$ cat src/rtl/pc_fetch_unit.sv
`default_nettype none
// ============================================================================
// Module      : pc_fetch_unit
// Description : RV32I program counter and instruction-fetch sequencer with
//               stall, flush/redirect and misaligned-target detection.
// Revision    : 1.0 - initial release
// ============================================================================

module pc_fetch_unit #(
  parameter int              XLEN     = 32,
  parameter logic [XLEN-1:0] RESET_PC = '0
) (
  input  logic            clk,
  input  logic            rst,
  input  logic            stall,
  input  logic [XLEN-1:0] next_pc,
  input  logic            flush,
  input  logic [XLEN-1:0] flush_pc,
  output logic            imem_req_valid,
  input  logic            imem_req_ready,
  output logic [XLEN-1:0] imem_req_addr,
  input  logic            imem_rsp_valid,
  input  logic [XLEN-1:0] imem_rsp_data,
  output logic            instr_valid,
  output logic [XLEN-1:0] instr,
  output logic [XLEN-1:0] pc,
  output logic [XLEN-1:0] pc_plus4,
  output logic            misalign_err
);

  localparam logic [XLEN-1:0] c_pc_step = XLEN'(4);

  typedef enum logic [1:0] {
    ST_REQ   = 2'd0,
    ST_WAIT  = 2'd1,
    ST_ISSUE = 2'd2,
    ST_HALT  = 2'd3
  } state_t;

  state_t          r_state;
  logic            r_req_valid;
  logic [XLEN-1:0] r_pc;
  logic [XLEN-1:0] r_instr;
  logic            r_instr_valid;
  logic            r_misalign;
  logic            r_kill;

  logic            w_flush_bad;
  logic            w_next_bad;

  assign w_flush_bad = (flush_pc[1:0] != 2'b00);
  assign w_next_bad  = (next_pc[1:0]  != 2'b00);

  // HALT is left only through rst; flush outranks every other input.
  always_ff @(posedge clk or posedge rst) begin
    if (rst) begin
      r_state       <= ST_REQ;
      r_req_valid   <= 1'b1;
      r_pc          <= RESET_PC;
      r_instr       <= '0;
      r_instr_valid <= 1'b0;
      r_misalign    <= 1'b0;
      r_kill        <= 1'b0;
    end else if (r_state != ST_HALT) begin
      if (flush) begin
        r_instr_valid <= 1'b0;
        if (w_flush_bad) begin
          r_misalign  <= 1'b1;
          r_state     <= ST_HALT;
          r_req_valid <= 1'b0;
        end else begin
          r_pc <= flush_pc;
          // A response still in flight must be swallowed before refetching.
          if ((r_state == ST_WAIT) && !imem_rsp_valid) begin
            r_kill <= 1'b1;
          end else begin
            r_kill      <= 1'b0;
            r_state     <= ST_REQ;
            r_req_valid <= 1'b1;
          end
        end
      end else begin
        case (r_state)
          ST_REQ: begin
            if (imem_req_ready) begin
              r_state     <= ST_WAIT;
              r_req_valid <= 1'b0;
            end
          end
          ST_WAIT: begin
            if (imem_rsp_valid) begin
              if (r_kill) begin
                r_kill      <= 1'b0;
                r_state     <= ST_REQ;
                r_req_valid <= 1'b1;
              end else begin
                r_instr       <= imem_rsp_data;
                r_instr_valid <= 1'b1;
                r_state       <= ST_ISSUE;
              end
            end
          end
          ST_ISSUE: begin
            if (!stall) begin
              r_instr_valid <= 1'b0;
              if (w_next_bad) begin
                r_misalign <= 1'b1;
                r_state    <= ST_HALT;
              end else begin
                r_pc        <= next_pc;
                r_state     <= ST_REQ;
                r_req_valid <= 1'b1;
              end
            end
          end
          default: begin
          end
        endcase
      end
    end
  end

  assign imem_req_valid = r_req_valid;
  assign imem_req_addr  = r_pc;
  assign instr_valid    = r_instr_valid;
  assign instr          = r_instr;
  assign pc             = r_pc;
  assign pc_plus4       = r_pc + c_pc_step;
  assign misalign_err   = r_misalign;

endmodule

`default_nettype wire
$ cat config.mk
export PLATFORM = sky130hd
export DESIGN_NAME = pc_fetch_unit
export DESIGN_NICKNAME = d
export VERILOG_FILES = /design/src/rtl/pc_fetch_unit.sv
export SDC_FILE = /design/constraint.sdc
export NUM_CORES = 1
export LEC_CHECK = 0
export ABC_AREA = 1
export CORE_ASPECT_RATIO = 0.6
export CORE_UTILIZATION = 35
export DETAILED_ROUTE_END_ITERATION = 10
export PLACE_DENSITY = 0.86
export SYNTH_ARGS = -nofsm -noshare
export SYNTH_HDL_FRONTEND = slang
export SYNTH_SLANG_ARGS = --single-unit
$ cat constraint.sdc
create_clock -name clk -period 2.05 [get_ports clk]
set_input_delay 0.3075 -clock clk [delete_from_list [all_inputs] [get_ports clk]]
set_output_delay 0.3075 -clock clk [all_outputs]
set_load 0.05 [all_outputs]
### Placement density heat map, run 1

The die is cut into 15 by 9 equal tiles; white is low, dark blue is high, 0 to 100% covered.
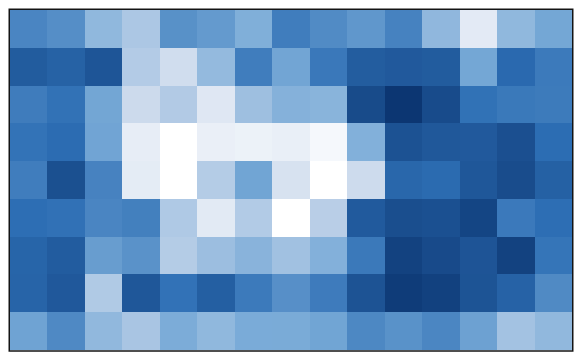
3.0% of the tiles are nearly empty. The fullest tile reaches 98%. The emptiest ninth of the die: middle. The densest ninth of the die: right middle.

### Where the registers sit, run 1

Other sequential cells in the stronger grey, the rest of the logic in the fainter grey.
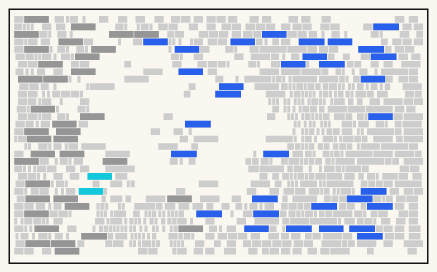
Key: cyan = r_state [flops 2]; blue = imem_req_addr [flops 32]
Register Area: 0.001777 mm^2
fin util: 0.6420

### Met2 routing, run 1

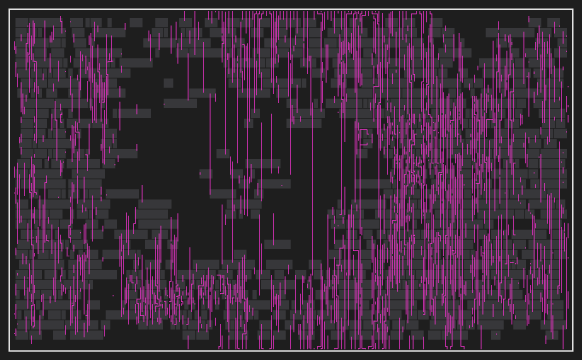
The wires run mostly vertical. 770 nets have wire on it. The layer holds 48% of the routed length.
Routed WL: 14.68 mm
GR Util met2: 0.3500
vias after detailed routing: 4,569

### Signal wires on met1, run 1

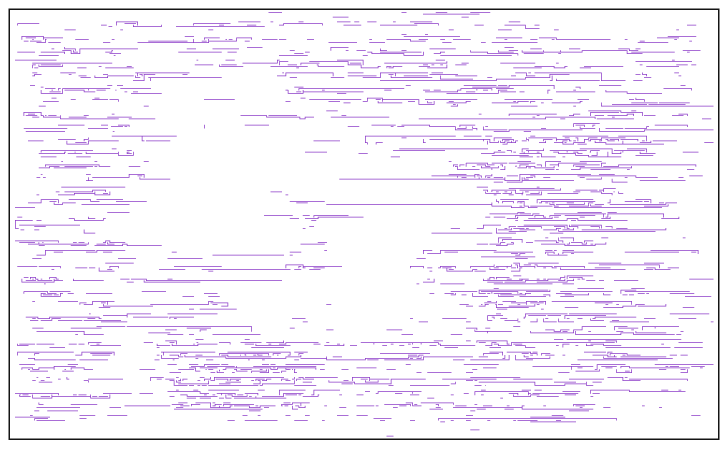
764 nets have wire on it. The wires run mostly horizontal. The layer carries 5,940 um of wire.

==> impl_metrics.ini, run 1 <==
; synthesis and place-and-route metrics
[sta]
post-route-period-util = 1.021
tns_ps = -157.8
finalSetupViolCount = 6
tightest_slew_ps = 547.5
finalMaxSlewViolations = 0
fin_ws_ps = -43.76
slew_headroom = 0.6342
hold_violations = 0
max_freq_mhz = 477.6
rsz0062_at_grt = true

[global_routing]
grt_max_degree = 65
grt_pass1_wl_mm = 22.54
grt_pass1_vias = 4516
overflow = 0
grt_usage = 0.2087
antenna_found_initial = 1

[setup_path]
worstPathCellList = buf_6 > clkinvlp_4 > nor2_1 > nand3_2 > buf_4 > xnor2_4 > buf_12
crit_start = imem_req_addr[2]$_DFFE_PP0P_
rr_worst_depth = 8
crit_arrival_ps = 1790
cp-endpoint = pc_plus4[11]
critical_path_class = flip-flop to primary output
reg2reg_to = imem_req_addr[16]$_DFFE_PP0P_
path_buffers = 4
r2r-start = r_state[0]$_DFFE_PP0P_
critPathMaxFanout = 4
crit_path_top_delay_cell = dfrtp_2
rrSetupSlack_ps = 310
path_depth = 7
critPathTopFamily = buffers and inverters
start_kind = flip-flop
cp-end-kind = primary output

[place]
place_inst = 951
gp_congestion = 0.9455
postPlaceCellArea_mm2 = 0.007570
pre_cts_ws_ps = 99.65

[route]
vias_per_cell = 4.587
ant_nets = 0
route.detailed.drc = 0
wl_per_cell_um = 14.74

[pwr]
pwr-share-clk = 0.106
comb_power_share = 0.711
power.leakage_nw = 3.786
power_frac_seq = 0.183
cellInternalPower_mw = 6.989
ir_worst_vdd_mv = 0.9375
total_power_mw = 14.90
p_sw_frac = 0.5310

[clock_tree]
cts_root_buf = clkbuf_16
clock_latency_ps = 330
post-cts-setup-buffers = 11
cts_inserted_buffers = 9
ctsHoldBuffers = 0
cts_tree = done

[cells_and_area]
area_growth_pct = 76.97
drive_gt1_frac = 0.3450
nets = 930

[synthesis]
yosys_area_mm2 = 0.004706
topCombFamilyByArea = simple AND/OR/NAND/NOR gates
yosys-top-cells-area = dfrtp_1 (37%), nand2_1 (14%), o21ai_2 (12%)
common_cells = nand2_1 (174), dfrtp_1 (69), inv_1 (62), o21ai_2 (62), nor2_1 (54)
top_area_frac = 0.3669
synth-async-reset-ratio = 1.000
mux_area_frac = 0.06381
fp_nets = 687
synth_xor_xnor_area_share = 0.02978
synth_cells = 578
synth_adder_area_share = 0.01861
yosys.area.top_type = dfrtp_1
syn_area_per_cell_um2 = 8.141
flop_cell = dfrtp_1
yosys_warnings = 0

[outcome]
violations = setup timing
status = complete, but fails checks

[flow_run]
drv_cap = 0
warnings = 34

[worst_hold_path]
min_path_type = input port to asynchronous set/reset pin

[floorplanning]
chipArea_mm2 = 0.01393
fp_util = 0.3628
num_io_pins = 233
rows = 32
die_x_um = 151.7
## run 1: placed cells by master, fill, tap and decap left out, drive strengths merged
| cell type | n |
|---|---|
| a21boi | 1 |
| a21oi | 1 |
| buf | 102 |
| bufinv | 1 |
| clkbuf | 10 |
| clkdlybuf4s50 | 176 |
| clkinvlp | 5 |
| dfrtp | 69 |
| dfstp | 1 |
| dlymetal6s2s | 4 |
| ha | 7 |
| inv | 64 |
| mux2i | 30 |
| nand2 | 178 |
| nand3 | 13 |
| nand3b | 12 |
| nand4 | 1 |
| nor2 | 62 |
| nor3 | 1 |
| o211ai | 1 |
| o21ai | 68 |
| o21bai | 1 |
| o31ai | 1 |
| or2 | 1 |
| xnor2 | 6 |
| xor2 | 10 |
## run 1: routing by layer
metal	global-route usage	part of all wire	up-vias
met3	0.08408	0.10	14
li1	-	-	2258
met1	0.2490	0.40	2111
met4	0.04620	0.0081	0
met2	0.3500	0.48	186
met5	0	0	-
## run 1: final cells by class
class | count | area (um^2) | share of cell area
Timing Repair Buffer | 282 | 3003 | 0.3606
Multi-Input combinational cell | 394 | 2784 | 0.3343
Sequential cell | 70 | 1777 | 0.2133
Inverter | 64 | 252.7 | 0.03035
Clock buffer | 10 | 229.0 | 0.02749
Tap cell | 170 | 212.7 | 0.02554
Clock inverter | 6 | 70.07 | 0.008413
## run 1: power groups by stage
stage / logic (mW) / registers (mW) / clock network (mW)
6_report: 10.6 / 2.73 / 1.58
5_1_grt: 11.1 / 2.83 / 1.69
2_1_floorplan: 4.56 / 4.74 / 0
4_1_cts: 10.3 / 2.72 / 1.63
3_5_place_dp: 10.0 / 2.76 / 0
3_3_place_gp: 9.98 / 2.73 / 0
--- run 2 (diff from run 1) ---
--- a/config.mk
+++ b/config.mk
@@ -7,9 +7,11 @@
 export LEC_CHECK = 0
 export ABC_AREA = 1
 export CORE_ASPECT_RATIO = 0.6
-export CORE_UTILIZATION = 35
+export CORE_UTILIZATION = 37
+export CTS_CLUSTER_SIZE = 16
 export DETAILED_ROUTE_END_ITERATION = 10
-export PLACE_DENSITY = 0.86
+export PLACE_DENSITY = 0.9
+export RECOVER_POWER = 25
 export SYNTH_ARGS = -nofsm -noshare
 export SYNTH_HDL_FRONTEND = slang
 export SYNTH_SLANG_ARGS = --single-unit
### Signal wires on met1, run 2

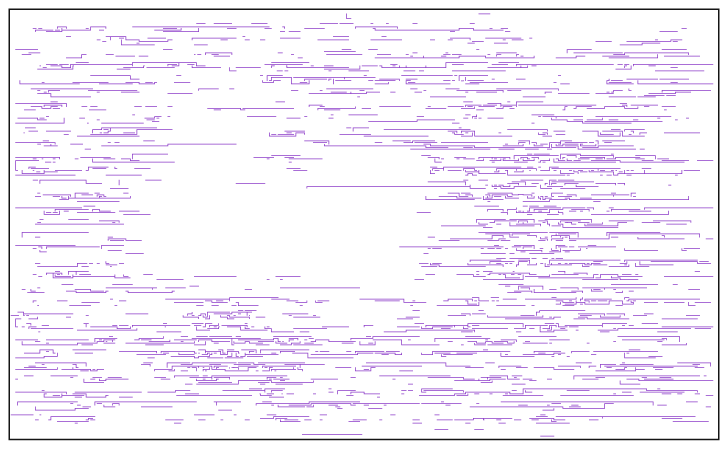
The layer holds 40% of the routed length. 781 nets have wire on it. The longest straight run is 34.0 um.
GR Layer Usage met1: 0.2591
vias after detailed routing: 4,617

### Where the registers sit, run 2

Other sequential cells in the stronger grey, the rest of the logic in the fainter grey.
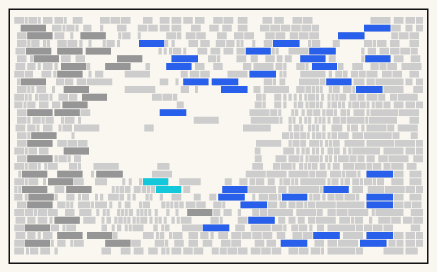
Key: cyan = r_state [flops 2]; blue = imem_req_addr [flops 32]
sequential cell area share: 0.2146
fin util: 0.6785

### Met2 routing, run 2

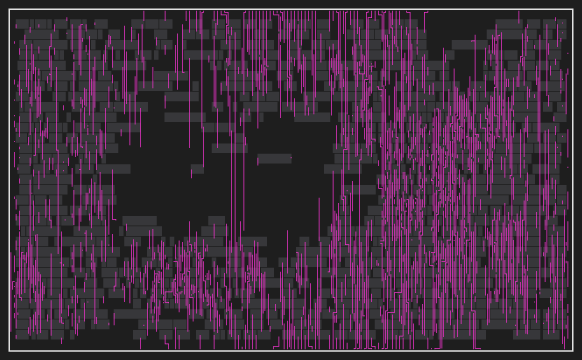
786 nets have wire on it. The wires run mostly vertical. The layer carries 7,430 um of wire.
Routed WL: 15.20 mm
GR Util met2: 0.4031

==> run 2 against run 1 <==
The run still ends with setup timing left; clock skew is 1.8 ps lower; routed wire length increased by 3.6%; die size fell by 5.3%; largest cell class unchanged; synthesized cell count stayed put; maximum frequency is 0.64% lower; area after synthesis did not move; clock-buffer cell count unchanged; via count up 1.1%; critical path type unchanged; setup slack worse by 13 ps; register-to-register slack worse by 60 ps.
==> impl_metrics.ini, run 2 <==
; synthesis and place-and-route metrics
[sta]
finalMaxSlewViolations = 0
max_freq_mhz = 474.6
finalSetupViolCount = 12
fin_ws_ps = -57.20
rsz0062_at_grt = true
slew_headroom = 0.4238
post-route-period-util = 1.028

[synthesis]
yosys_area_mm2 = 0.004706
yosys_warnings = 0
flop_cell = dfrtp_1
yosys.area.top_type = dfrtp_1
mux_area_frac = 0.06381
synth_cells = 578
topCombFamilyByArea = simple AND/OR/NAND/NOR gates
synth-async-reset-ratio = 1.000
yosys-top-cells-area = dfrtp_1 (37%), nand2_1 (14%), o21ai_2 (12%)
syn_area_per_cell_um2 = 8.141
top_area_frac = 0.3669
synth_adder_area_share = 0.01861
common_cells = nand2_1 (174), dfrtp_1 (69), inv_1 (62), o21ai_2 (62), nor2_1 (54)
synth_xor_xnor_area_share = 0.02978

[cells_and_area]
clk_share = 0.03894
drive_gt1_frac = 0.3527
n_all_buffers = 284
comb_area_mm2 = 0.002769
nNonClkInverters = 64
logic_gate_count = 394
nets = 932
buffer_area_frac = 0.3580
register_area_mm2 = 0.001779
sh_comb_area = 0.3340
area_growth_pct = 76.18
mostFrequentLayoutCell = clkdlybuf4s50_1

[floorplanning]
rows = 31
fp_util = 0.3852
num_io_pins = 233
die_x_um = 147.6
chipArea_mm2 = 0.01319

[setup_path]
worstPathCellList = buf_6 > clkinvlp_4 > nor2_4 > nand2_4 > nor2_4 > nand3b_1 > nand2_4 > buf_12
cp-end-kind = primary output
crit_arrival_ps = 1800
start_kind = flip-flop
crit_path_top_delay_cell = dfrtp_2

[clock_tree]
cts_tree = done
cts_inserted_buffers = 9
cts_root_buf = clkbuf_16
clock_latency_ps = 330
post-cts-setup-buffers = 13
ctsHoldBuffers = 0

[route]
vias_per_cell = 4.650
ant_nets = 0
wl_per_cell_um = 15.31
route.detailed.drc = 0

[place]
place_inst = 945
postPlaceCellArea_mm2 = 0.007526
gp_congestion = 0.9071

[global_routing]
grt_pass1_wl_mm = 23.03
antenna_found_initial = 1
grt_max_degree = 65
overflow = 0

[flow_run]
drv_cap = 0
warnings = 34

[outcome]
violations = setup timing
status = complete, but fails checks

[pwr]
power.leakage_nw = 3.863
ir_worst_vdd_mv = 0.9174

[worst_hold_path]
min_path_type = input port to flip-flop
[run 2: cell counts after synthesis]
No cell type changed its count.
[run 2: stage by stage]
stage               setup WS [ps]  setup TNS (ps)  hold WS, ps  total power, mW    util
global route               -167.4           -1817        471.5            15.77  0.6785
floorplan                  -183.6           -1031        448.3            9.301       -
finish                     -57.20          -316.7        463.6            15.04  0.6785
detailed placement          43.42               0        461.6            12.77  0.6160
CTS                        -77.14          -433.9        343.8            14.76  0.6577
global placement            109.7               0        461.9            12.63  0.6160
[run 2: metal layers]
metal,up-vias,GRT usage,wire length (um)
li1,2261,-,-
met1,2112,0.2591,6081
met2,218,0.4031,7430
met3,24,0.08520,1436
met4,2,0.06654,241
met5,-,0,12
[run 2: worst paths after layout]
path / start / endpoint / slack [ps] / depth (start not counted)
worst max-delay path: imem_req_addr[2]$_DFFE_PP0P_ / pc_plus4[31] / -60 / 8
worst min-delay path: flush / r_kill$_DFFE_PP0P_ / 460 / 3
worst max register to register: r_state[0]$_DFFE_PP0P_ / imem_req_addr[11]$_DFFE_PP0P_ / 250 / 8
worst min register to register: imem_req_valid$_DFFE_PP1P_ / imem_req_valid$_DFFE_PP1P_ / 470 / 2
max in group asynchronous: rst / instr[22]$_DFFE_PP0P_ / 300 / 3
min in group asynchronous: rst / imem_req_addr[1]$_DFFE_PP0P_ / 550 / 2
[run 2: worst max-delay path: cells and delay by family (launching register included)]
family	cells	cell delay, ps
and+or+nand+nor	5	710
DFF	1	390
buffers and inverters	3	360
[run 2: report_power, final]
group	internal, mW	total [mW]	switching (mW)
registers	2.03	2.72	0.690
clock network	1.08	1.69	0.618
logic	3.99	10.6	6.63
total	7.10	15.0	7.94
Power is estimated from default activity; no workload was simulated.
